File: src/rtl/l2_match_collector.sv
// Match collector behind the Cuckoo level-2 lookup: tags each byte with its payload offset,
// re-aligns compare results with that tag and queues hit records in a dual-write FIFO.
module l2_match_collector #(
    parameter int LAT   = 4,
    parameter int OFF_W = 11,
    parameter int DEPTH = 16
) (
    input  logic                    clk,
    input  logic                    rst,
    input  logic                    enable,
    input  logic                    pkt_start,
    input  logic [1:0]              compare_out,
    input  logic [1:0]              suffix,
    input  logic [1:0]              compare_out_nocase,
    input  logic [1:0]              suffix_nocase,
    output logic                    m_valid,
    input  logic                    m_ready,
    output logic [OFF_W+4:0]        m_data,
    output logic [$clog2(DEPTH):0]  fifo_level,
    output logic [15:0]             drop_cnt
);
    localparam int PTR_W = $clog2(DEPTH);
    localparam int LVL_W = PTR_W + 1;
    localparam int REC_W = OFF_W + 5;

    function automatic logic [15:0] sat_add(input logic [15:0] a, input logic [1:0] b);
        logic [16:0] s;
        s = {1'b0, a} + {15'd0, b};
        return s[16] ? 16'hFFFF : s[15:0];
    endfunction

    logic [OFF_W-1:0] r_off;
    logic [OFF_W-1:0] w_tag;
    logic             r_dv_p   [LAT];
    logic [OFF_W-1:0] r_tag_p  [LAT];

    // Byte stage: tag assignment and the alignment delay line
    assign w_tag = pkt_start ? '0 : r_off;

    always_ff @(posedge clk) begin
        if (rst) begin
            r_off <= '0;
        end else if (enable) begin
            r_off <= w_tag + OFF_W'(1);
        end
    end

    always_ff @(posedge clk) begin
        if (rst) begin
            for (int i = 0; i < LAT; i++) r_dv_p[i] <= 1'b0;
        end else begin
            r_dv_p[0] <= enable;
            for (int i = 1; i < LAT; i++) r_dv_p[i] <= r_dv_p[i-1];
        end
    end

    always_ff @(posedge clk) begin
        r_tag_p[0] <= w_tag;
        for (int i = 1; i < LAT; i++) r_tag_p[i] <= r_tag_p[i-1];
    end

    // Result stage: hit detection and FIFO write/read control
    logic             w_dv, w_hit_c, w_hit_n, w_sp1, w_sp2, w_we0, w_we1, w_pop;
    logic [REC_W-1:0] w_rec_c, w_rec_n, w_rec0, w_head_nxt;
    logic [1:0]       w_nhit, w_nstore, w_ndrop;
    logic [PTR_W-1:0] r_wptr, r_rptr, w_wptr1, w_rptr_nxt;
    logic [LVL_W-1:0] r_level, w_level_nxt;
    logic [REC_W-1:0] r_mem [DEPTH];
    logic [REC_W-1:0] r_mdata;
    logic [15:0]      r_drop;

    assign w_dv    = r_dv_p[LAT-1];
    assign w_hit_c = w_dv & (|compare_out);
    assign w_hit_n = w_dv & (|compare_out_nocase);
    assign w_rec_c = {1'b0, compare_out, suffix, r_tag_p[LAT-1]};
    assign w_rec_n = {1'b1, compare_out_nocase, suffix_nocase, r_tag_p[LAT-1]};
    // A lone nocase hit takes the first write slot
    assign w_rec0  = w_hit_c ? w_rec_c : w_rec_n;

    assign w_sp1    = r_level < LVL_W'(DEPTH);
    assign w_sp2    = r_level < LVL_W'(DEPTH - 1);
    assign w_we0    = (w_hit_c | w_hit_n) & w_sp1;
    assign w_we1    = w_hit_c & w_hit_n & w_sp2;
    assign w_nhit   = {1'b0, w_hit_c} + {1'b0, w_hit_n};
    assign w_nstore = {1'b0, w_we0} + {1'b0, w_we1};
    assign w_ndrop  = w_nhit - w_nstore;

    assign w_pop       = (r_level != '0) & m_ready;
    assign w_wptr1     = r_wptr + PTR_W'(1);
    assign w_rptr_nxt  = r_rptr + PTR_W'(w_pop);
    assign w_level_nxt = r_level + LVL_W'(w_we0) + LVL_W'(w_we1) - LVL_W'(w_pop);

    // Next head may be a record being written this very cycle
    always_comb begin
        w_head_nxt = r_mem[w_rptr_nxt];
        if (w_we0 && (r_wptr == w_rptr_nxt)) begin
            w_head_nxt = w_rec0;
        end else if (w_we1 && (w_wptr1 == w_rptr_nxt)) begin
            w_head_nxt = w_rec_n;
        end
    end

    always_ff @(posedge clk) begin
        if (w_we0) r_mem[r_wptr]  <= w_rec0;
        if (w_we1) r_mem[w_wptr1] <= w_rec_n;
    end

    always_ff @(posedge clk) begin
        if (rst) begin
            r_wptr  <= '0;
            r_rptr  <= '0;
            r_level <= '0;
            r_drop  <= '0;
            r_mdata <= '0;
        end else begin
            r_wptr  <= r_wptr + PTR_W'(w_we0) + PTR_W'(w_we1);
            r_rptr  <= w_rptr_nxt;
            r_level <= w_level_nxt;
            r_drop  <= sat_add(r_drop, w_ndrop);
            if (w_level_nxt != '0) r_mdata <= w_head_nxt;
        end
    end

    assign m_valid    = (r_level != '0);
    assign m_data     = r_mdata;
    assign fifo_level = r_level;
    assign drop_cnt   = r_drop;
endmodule
File: config.mk
export PLATFORM = sky130hd
export DESIGN_NAME = l2_match_collector
export DESIGN_NICKNAME = d
export VERILOG_FILES = /design/src/rtl/l2_match_collector.sv
export SDC_FILE = /design/constraint.sdc
export NUM_CORES = 1
export LEC_CHECK = 0
export CAP_MARGIN = 25
export CORE_ASPECT_RATIO = 1.5
export CORE_MARGIN = 8
export CORE_UTILIZATION = 38
export CTS_CLUSTER_DIAMETER = 80
export DETAILED_ROUTE_END_ITERATION = 8
export GPL_ROUTABILITY_DRIVEN = 0
export PLACE_DENSITY = 0.56
export SLEW_MARGIN = 20
export SYNTH_ARGS = -nofsm -noshare
export SYNTH_HDL_FRONTEND = slang
export SYNTH_SLANG_ARGS = --single-unit
File: constraint.sdc
create_clock -name clk -period 4.6 [get_ports clk]
set_input_delay 0.46 -clock clk [delete_from_list [all_inputs] [get_ports clk]]
set_output_delay 0.46 -clock clk [all_outputs]
set_load 0.1 [all_outputs]
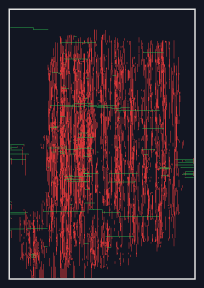
*Routed metal, one colour a layer*
Drawn at 1 px/um. Only two layers are drawn.
layer	colour	wire length
M3	green	1140 um
M2	red	20.6 mm

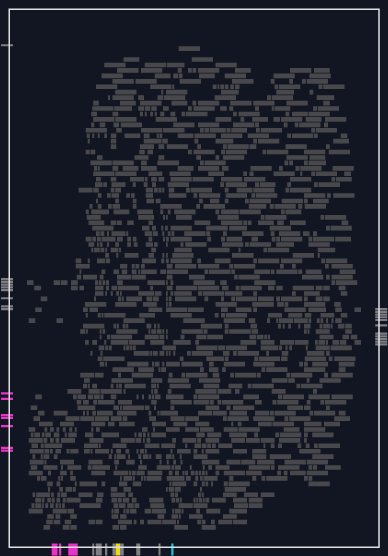
*Pin map*
Drawn at 2 px/um. Pins as bars across the die edge, other pins in grey.
port	colour	pins	direction	edge
compare_out	yellow	2	input	south
drop_cnt	magenta	16	output	9 south, 7 west
enable	cyan	1	input	south
all pins by edge	24 south, 16 west, 11 east

==> results_tabular.tex <==
% Table of physical implementation metrics
\begin{tabular}{lr}
\hline
Metric & Value \\
\hline
\multicolumn{2}{l}{\textbf{Global routing}} \\
Global route total overflow & 0 \\
Global-route wire length before repair & roughly 60000 um \\
Largest net degree at the start of global routing & 48 \\
\multicolumn{2}{l}{\textbf{Power and ir drop}} \\
Power in combinational cells & around 2.7 mW \\
Pleak & 5.86 nW \\
Main power-consuming group & registers \\
Pwr/cell area & roughly 500 nW/um2 \\
Total power of the final layout & 9.24 mW \\
\multicolumn{2}{l}{\textbf{Yosys}} \\
Top-area cell share & 44.7\% \\
Chip area estimate from yosys synthesis & 16100 um2 \\
Post-synth ARST share & 0\% \\
Post-Synthesis Cell Area & 16100 um2 \\
Dominant combinational family & simple AND/OR/NAND/NOR gates \\
Number of enable flip-flop cells & roughly 240 \\
Synthesized instance count & between 1000 and 1500 \\
\multicolumn{2}{l}{\textbf{Final timing}} \\
Number of failing setup endpoints in the final timing report & 0 \\
Number of pins exceeding their max-slew limit in the final report & 0 \\
Final Hold Violation Tally & 0 \\
Post-route clock skew & around 0.016 ns \\
\multicolumn{2}{l}{\textbf{Finish}} \\
Max-area cell class & sequential cells \\
Most frequently placed logic cell in the final layout & edfxtp\_1 \\
Count of fill cells added during filler insertion & between 3000 and 4000 \\
Reg area & between 9000 and 10000 um2 \\
Diodes inserted & 0 \\
Share of the core filled with cells & 43.8\% \\
Number of multi-input combinational cells in the layout & approximately 740 \\
\multicolumn{2}{l}{\textbf{Detailed routing}} \\
Router iterations before antenna repair & 4 \\
Final WL & 38000 um \\
\multicolumn{2}{l}{\textbf{Critical path}} \\
Critical Path Max Stage Delay & between 0.5 and 0.6 ns \\
Reg2reg end & m\_data[11] \\
Sequence of cells on the critical path & inv\_1, ha\_1, and3\_4, nor4\_4, inv\_1, fa\_1, fa\_1, nand2b\_1, a21oi\_1, xnor2\_1, nand3\_1, nand2b\_1, o31ai\_1 \\
Top Family by Delay on Critical Path & simple AND/OR/NAND/NOR gates \\
Category of the most critical setup path & reg2reg \\
FF-to-FF Start & fifo\_level[4] \\
\multicolumn{2}{l}{\textbf{Worst hold path}} \\
Worst hold stages & 0 \\
Hold path endpoint & r\_tag\_p[3][8] \\
Hold WC Path Type & reg2reg \\
\multicolumn{2}{l}{\textbf{Place}} \\
Area post-placement & 17200 um2 \\
Buffers on Ports & roughly 50 \\
\multicolumn{2}{l}{\textbf{Clocking}} \\
Count of hold-fix buffers inserted at cts & 0 \\
\multicolumn{2}{l}{\textbf{Run status}} \\
Result of the run & complete, no violations \\
\multicolumn{2}{l}{\textbf{Flow run}} \\
Warning total across the stage logs & 32 \\
\multicolumn{2}{l}{\textbf{Floorplanning}} \\
Number of tap cells added at floorplan & roughly 560 \\
Standard-cell row count & $\sim$92 \\
\hline
\end{tabular}
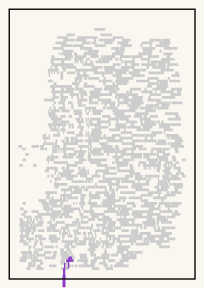
*Port wiring*
Drawn at 1 px/um.
port	colour	bits	direction	edge	end cells	buffers	wire
compare_out	purple	2	input	south	4	2	42.1 um

worst max-delay path by stage:
stage | from | slack [ns] | cells past startpoint | end
2_1_floorplan | fifo_level[2] | 0.04 | 15 | m_data[11]
3_3_place_gp | compare_out[1] | 0.66 | 13 | m_data[11]
3_5_place_dp | compare_out[0] | 0.60 | 13 | m_data[12]
4_1_cts | fifo_level[4] | 0.99 | 13 | drop_cnt[1]
5_1_grt | fifo_level[4] | 0.69 | 13 | drop_cnt[1]
6_report | fifo_level[4] | 1.04 | 13 | m_data[11]
per-layer routing:
metal	wire length (um)	track usage, %	vias up
li1	-	-	4441
met1	14800	17.2	4618
met2	20600	29.6	184
met3	1140	2.00	78
met4	1450	6.89	0
met5	0	0	-
No activity file was given, so power comes from the tool's default toggle rates.
